Figure 1. I/O nets highlighted (run 1).
Scale: 1.5 px per um.
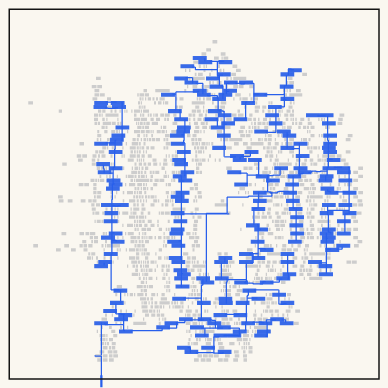
Figure 2. Clock routing (run 1).
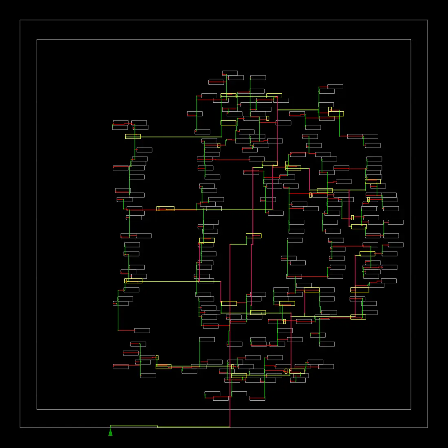
Figure 3. Cell sizes after repair (run 1).
Scale: 2 px per um.
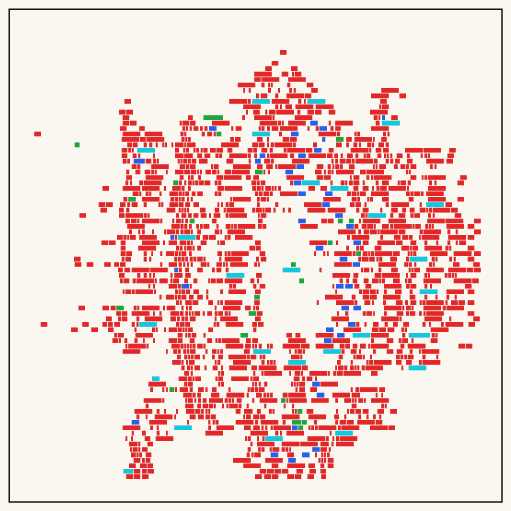
===== src/rtl/alu_pkg.sv =====
// Shared ALU definitions: operand width, divider cycle count, FSM states
// and the HI/LO result field layout common to the multiplier and divider.
package alu_pkg;

  localparam int N          = 32;
  localparam int DIV_CYCLES = N + 1;

  typedef enum logic [1:0] {
    IDLE = 2'd0,
    RUN  = 2'd1,
    FIX  = 2'd2
  } state_e;

  // Concatenated {hi, lo} layout: lo holds the quotient/low product,
  // hi holds the remainder/high product.
  localparam int LO_LSB = 0;
  localparam int HI_LSB = N;
  localparam int HILO_W = 2 * N;

endpackage


===== src/rtl/div_step.sv =====
// One restoring-division step: shift {R,Q} left, trial-subtract M from R,
// keep the difference and set the quotient bit when it does not go negative.
module div_step #(
  parameter int N = 32
) (
  input  logic [N:0]   r_i,
  input  logic [N-1:0] q_i,
  input  logic [N-1:0] m_i,
  output logic [N:0]   r_o,
  output logic [N-1:0] q_o
);

  logic [N:0]   r_sh;
  logic [N-1:0] q_sh;
  logic [N:0]   t;

  assign r_sh = {r_i[N-1:0], q_i[N-1]};
  assign q_sh = {q_i[N-2:0], 1'b0};
  // R < M is invariant, so r_sh < 2M and the true difference fits; its
  // sign shows up in the top bit of the N+1-bit result.
  assign t    = r_sh - {1'b0, m_i};

  always_comb begin
    if (!t[N]) begin
      r_o = t;
      q_o = {q_sh[N-1:1], 1'b1};
    end else begin
      r_o = r_sh;
      q_o = q_sh;
    end
  end

endmodule


===== src/rtl/div_unit.sv =====
// Sequential signed divider: magnitude restoring division, one quotient bit
// per cycle, sign fix-up in a final cycle. Quotient in lo, remainder in hi.
module div_unit
  import alu_pkg::*;
#(
  parameter int N = alu_pkg::N
) (
  input  logic         clk,
  input  logic         reset,
  input  logic [N-1:0] srcA,
  input  logic [N-1:0] srcB,
  input  logic         divCtrl,
  output logic [N-1:0] hi,
  output logic [N-1:0] lo,
  output logic         busy,
  output logic         done,
  output logic         divZero,
  output logic [1:0]   dbg_state
);

  // Handshake: divCtrl is a single-cycle start sampled on the rising edge;
  // busy stays high until the edge that writes hi/lo, and done is high for
  // exactly the one cycle after that edge. A start while busy restarts.

  localparam int CW = $clog2(N + 1);

  state_e         state_q, state_d;
  logic [CW-1:0]  cnt_q, cnt_d;
  logic [N:0]     r_q, r_d;
  logic [N-1:0]   q_q, q_d;
  logic [N-1:0]   m_q, m_d;
  logic [N-1:0]   a_q, a_d;
  logic           sa_q, sa_d, sb_q, sb_d, zero_q, zero_d;
  logic [N-1:0]   hi_q, hi_d, lo_q, lo_d;
  logic           busy_q, busy_d, done_q, done_d, dz_q, dz_d;
  logic [N:0]     r_step;
  logic [N-1:0]   q_step;

  div_step #(.N(N)) u_step (
    .r_i (r_q),
    .q_i (q_q),
    .m_i (m_q),
    .r_o (r_step),
    .q_o (q_step)
  );

  always_comb begin
    state_d = state_q;
    cnt_d   = cnt_q;
    r_d     = r_q;
    q_d     = q_q;
    m_d     = m_q;
    a_d     = a_q;
    sa_d    = sa_q;
    sb_d    = sb_q;
    zero_d  = zero_q;
    hi_d    = hi_q;
    lo_d    = lo_q;
    busy_d  = busy_q;
    done_d  = 1'b0;
    dz_d    = dz_q;

    case (state_q)
      RUN: begin
        r_d   = r_step;
        q_d   = q_step;
        cnt_d = cnt_q - CW'(1);
        if (cnt_q == CW'(1)) state_d = FIX;
      end
      FIX: begin
        if (zero_q) begin
          lo_d = '1;
          hi_d = a_q;
        end else begin
          lo_d = (sa_q ^ sb_q) ? -q_q : q_q;
          hi_d = sa_q ? -r_q[N-1:0] : r_q[N-1:0];
        end
        dz_d    = zero_q;
        done_d  = 1'b1;
        busy_d  = 1'b0;
        state_d = IDLE;
      end
      default: ;
    endcase

    // A start is honoured in every state; in FIX the result above still lands.
    if (divCtrl) begin
      sa_d    = srcA[N-1];
      sb_d    = srcB[N-1];
      a_d     = srcA;
      q_d     = srcA[N-1] ? -srcA : srcA;
      m_d     = srcB[N-1] ? -srcB : srcB;
      r_d     = '0;
      zero_d  = (srcB == '0);
      cnt_d   = CW'(N);
      busy_d  = 1'b1;
      state_d = RUN;
      if (state_q != FIX) dz_d = 1'b0;
    end
  end

  always_ff @(posedge clk or negedge reset) begin
    if (!reset) begin
      state_q <= IDLE;
      cnt_q   <= '0;
      r_q     <= '0;
      q_q     <= '0;
      m_q     <= '0;
      a_q     <= '0;
      sa_q    <= 1'b0;
      sb_q    <= 1'b0;
      zero_q  <= 1'b0;
      hi_q    <= '0;
      lo_q    <= '0;
      busy_q  <= 1'b0;
      done_q  <= 1'b0;
      dz_q    <= 1'b0;
    end else begin
      state_q <= state_d;
      cnt_q   <= cnt_d;
      r_q     <= r_d;
      q_q     <= q_d;
      m_q     <= m_d;
      a_q     <= a_d;
      sa_q    <= sa_d;
      sb_q    <= sb_d;
      zero_q  <= zero_d;
      hi_q    <= hi_d;
      lo_q    <= lo_d;
      busy_q  <= busy_d;
      done_q  <= done_d;
      dz_q    <= dz_d;
    end
  end

  assign hi        = hi_q;
  assign lo        = lo_q;
  assign busy      = busy_q;
  assign done      = done_q;
  assign divZero   = dz_q;
  assign dbg_state = state_q;

endmodule


===== config.mk =====
export PLATFORM = sky130hd
export DESIGN_NAME = div_unit
export DESIGN_NICKNAME = d
export VERILOG_FILES = /design/src/rtl/alu_pkg.sv /design/src/rtl/div_step.sv /design/src/rtl/div_unit.sv
export SDC_FILE = /design/constraint.sdc
export NUM_CORES = 1
export LEC_CHECK = 0
export CORE_MARGIN = 10
export CORE_UTILIZATION = 25
export CTS_BUF_LIST = sky130_fd_sc_hd__clkbuf_16
export DETAILED_ROUTE_END_ITERATION = 12
export REMOVE_ABC_BUFFERS = 1
export SETUP_SLACK_MARGIN = 0.4
export SLEW_MARGIN = 20
export SYNTH_ARGS = -nofsm -noshare
export SYNTH_HDL_FRONTEND = slang
export SYNTH_SLANG_ARGS = --single-unit

===== constraint.sdc =====
create_clock -name clk -period 9.7 [get_ports clk]
set_input_delay 1.94 -clock clk [delete_from_list [all_inputs] [get_ports clk]]
set_output_delay 1.94 -clock clk [all_outputs]
set_load 0.05 [all_outputs]

==> CHANGELOG.md, run 1 <==
### Physical design

* Status: finished, final reports clean
* Top cells, area: dfrtp_1 (40%), a21oi_1 (6.0%), xor2_1 (5.6%)
* IO Pins at 136
* CTS root buf: clkbuf_16
* Simple Share, Synth at 16.92%
* Dominant Register Cell: dfrtp_1
* # nets final at 1,671
* Aoi share at approximately a fifth
* Max Cap Viol at 0
* Most common logic cells in the final layout: dfrtp_1 (205), nor2_1 (182), a21oi_1 (152), nand2_1 (146), clkdlybuf4s50_1 (132)
* Reg2reg start: q_q[31]
* Ys cells at about 1,500
* Crit path to: m_q[30]
* Final non-clock buffer share at a little under a tenth
* # diodes at 1
* Post-synth seq share at 40.33%
* Max VDD drop at 0.1141 mV
* Cell type with the largest total area: dfrtp_1
* RSZ-0062 raised after global routing: false
* Flip-flops with a built-in enable at 0
* Relative slew slack at 32.20%
* DR WL met2 at about 17 mm
* Drt drc at 0
* Critical Path Source Type: primary input
* Highest metal used: met5
* Worst hold path startpoint: busy
* #MultiIn Comb at 1,127
* Int Pwr at 2.326 mW
* Worst slew pin tran at 1.014 ns
* Met3 Resource Use GR at 2.270%
* Fillers at 5,307
* Port Buffers at 135
* DP Wirelength at 27.43 mm
* Fa+ha+maj area frac at 3.895%
* First-pass GRT wire length at 57.99 mm
* Reg area at 5130 sq um
* Synth cell count leaders: dfrtp_1 (205), nor2_1 (183), a21oi_1 (152), nand2_1 (146), o21ai_0 (109)
* CP max-delay cell: or4_1
* Chip Area, Yosys at around 13,000 sq um
* R2R setup slack at 5.54 ns
* Inverters, non-clock at 58
* Syn Std Cell Area at ~13,000 sq um
* Final-layout clock-cell area share at between 4 and 5%
* Power Total at 4.116 mW
* Critical Path Sink Type: register
* CP Max Fanout at 5
* Top Consumer: combinational cells
* Register bit total from synthesis at 205
* Final hold violations at 0
* Total number of vias at 10,610
* Flop count at 205
* P per Cell Area at ~270 nW/um^2
* Share of post-route cells with drive strength above 1 at 5.897%
* Initial antenna violation count at 2
* Critical Path Stages at 10
* Worst hold path type: reg2reg
* Logic share of the area at 46.01%
* Tmin final at 4.995 ns
* Area leader share at ~40%
* Worst Setup Slack, final at between 4 and 5 ns
* Post-synthesis cell type count at 58
* Switch share at 43.50%
* Post-synth mux share at 5.292%
* Mapped Cells at around 1,500
* Clk pwr share at 19.2%
* Worst Hold Depth at 2
* P_seq at 1.22 mW
* Finished Core Util at 30.62%
* Log Warnings at 26
* DRT iter0 DRCs at roughly 440
* CTS Buf Count at 23
* Critical Path Source: srcB[2]
* Grt met2 use at 19.88%
* Sequential share of power at between 20% and 30%
* Final instance area at 15,390 sq um
* Number of nets with antenna violations after routing at 0
* Post-CTS Setup Inserts at 0
* Setup violators final at 0
* Worst EP required at around 10 ns
* Met3 WL at 2.026 mm
* Comb pwr share at between 50 and 60%
* Clk buf depth at 3
* Logic power comb at 2.10 mW
* GRT Overall Usage at 11.77%
* CTS tree: yes
* GP Congestion at 0.9200
Back to the opening pictures, Figure 1:
Blue marks reset, bits 1, direction input, edge bottom, end cells 205, wire 1,700 um.

Back to the opening pictures, Figure 2:
Num Clock Sinks: 205
Clock Power: 792 uW
clk_lat worst skew: 0.52 ns
Setup Skew: 0.01246 ns

Back to the opening pictures, Figure 3:
Green marks x3 and x4, cells 24, share 1.5%, most used buf_4. Cyan marks x6 and larger, cells 26, share 1.6%, most used clkbuf_16. Blue marks x2, cells 43, share 2.7%, most used mux2_2. Red marks x1 and smaller, cells 1,484, share 94%, most used dfrtp_1.

==> run 2, diff against run 1 <==
==> constraint.sdc (replaced) <==
create_clock -name clk -period 4 [get_ports clk]
set_input_delay 0.8 -clock clk [delete_from_list [all_inputs] [get_ports clk]]
set_output_delay 0.8 -clock clk [all_outputs]
set_load 0.05 [all_outputs]
==> CHANGELOG.md, run 2 <==
### Physical design

* Setup violators final at 0 (unchanged)
* Chip Area, Yosys at 12,720 sq um (unchanged)
* Int Pwr at 5.791 mW (+150%)
* Final non-clock buffer share at 11.46% (+1.9 points)
* Flip-flops with a built-in enable at 0 (unchanged)
* P per Cell Area at 647.2 nW/um^2 (+140%)
* GRT Overall Usage at 12.07% (+0.30 points)
* GP Congestion at 0.8935 (-2.9%)
* Port Buffers at 135 (unchanged)
* Inverters, non-clock at 58 (unchanged)
* First-pass GRT wire length at 59.44 mm (+2.5%)
* Met3 Resource Use GR at 2.324% (+0.054 points)
* R2R setup slack at 0.52 ns (-5.02 ns)
* Log Warnings at 28 (+7.7%)
* Critical Path Source Type: primary input
* Post-synth mux share at 5.292% (unchanged)
* DR WL met2 at 18.01 mm (+4.8%)
* Area leader share at 40.33% (unchanged)
* Logic share of the area at 45.19% (-0.82 points)
* Dominant Register Cell: dfrtp_1
* CP Max Fanout at 4 (-1)
* Clk buf depth at 3 (unchanged)
* Synth cell count leaders: dfrtp_1 (205), nor2_1 (183), a21oi_1 (152), nand2_1 (146), o21ai_0 (109)
* #MultiIn Comb at 1,127 (unchanged)
* Number of nets with antenna violations after routing at 0 (unchanged)
* Drt drc at 0 (unchanged)
* Cell type with the largest total area: dfrtp_1
* CTS tree: yes
* Met3 WL at 1.717 mm (-15%)
* Simple Share, Synth at 16.92% (unchanged)
* Post-CTS Setup Inserts at 0 (unchanged)
* Power Total at 10.30 mW (+150%)
* Critical Path Sink Type: register
* Most common logic cells in the final layout: dfrtp_1 (205), nor2_1 (181), a21oi_1 (151), nand2_1 (145), clkdlybuf4s50_1 (132)
* Clk pwr share at 19.5% (+0.3 points)
* Reg area at 5130 sq um (unchanged)
* Final instance area at 15,920 sq um (+3.4%)
* Post-synth seq share at 40.33% (unchanged)
* Sequential share of power at 28.7% (-0.9 points)
* Worst EP required at 4.37 ns (-5.70 ns)
* CTS root buf: clkbuf_16
* Worst slew pin tran at 0.9270 ns (-0.08676 ns)
* Worst Setup Slack, final at 0.5076 ns (-4.198 ns)
* DRT iter0 DRCs at 734 (+68%)
* Initial antenna violation count at 4 (+2)
* CP max-delay cell: or4_4
* Fillers at 5,276 (-0.58%)
* Ys cells at 1,477 (unchanged)
* Total number of vias at 10,760 (+1.4%)
* Aoi share at 18.69% (unchanged)
* Status: finished, final reports clean
* Worst hold path type: in2async
* Register bit total from synthesis at 205 (unchanged)
* DP Wirelength at 28.11 mm (+2.5%)
* P_seq at 2.95 mW (+140%)
* Share of post-route cells with drive strength above 1 at 9.624% (+3.7 points)
* # nets final at 1,712 (+2.5%)
* Final hold violations at 0 (unchanged)
* Relative slew slack at 38.13% (+5.9 points)
* Switch share at 43.79% (+0.30 points)
* IO Pins at 136 (unchanged)
* Final-layout clock-cell area share at 4.472% (+0.21 points)
* Crit path to: m_q[26]
* # diodes at 0 (-1)
Figure 4. Selected gate families (run 2).
Scale: 2 px per um.
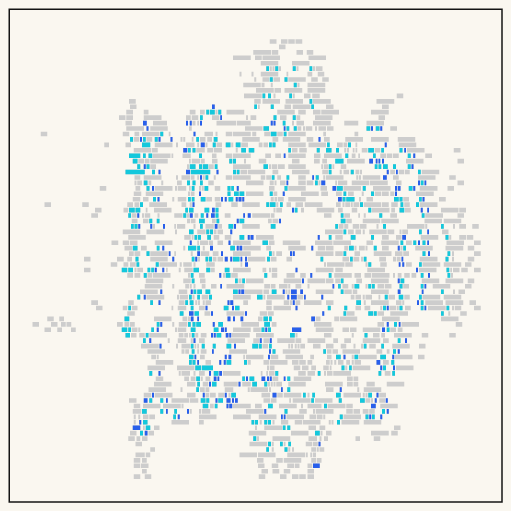
Cyan marks aoi and oai cells, cells 375, most used a21oi_1. Blue marks nor cells, cells 234, most used nor2_1.

Figure 5. Clock routing (run 2).
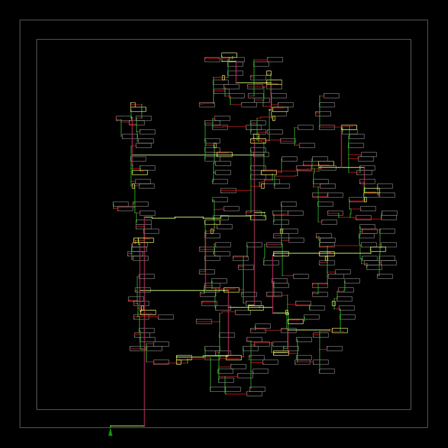
Setup Skew: 0.01895 ns
flop count: 205
clk_lat worst skew: 0.54 ns
CTS Buf Count: 25
Clock Power: 2.01 mW

No activity file was given, so power comes from the tool's default toggle rates.
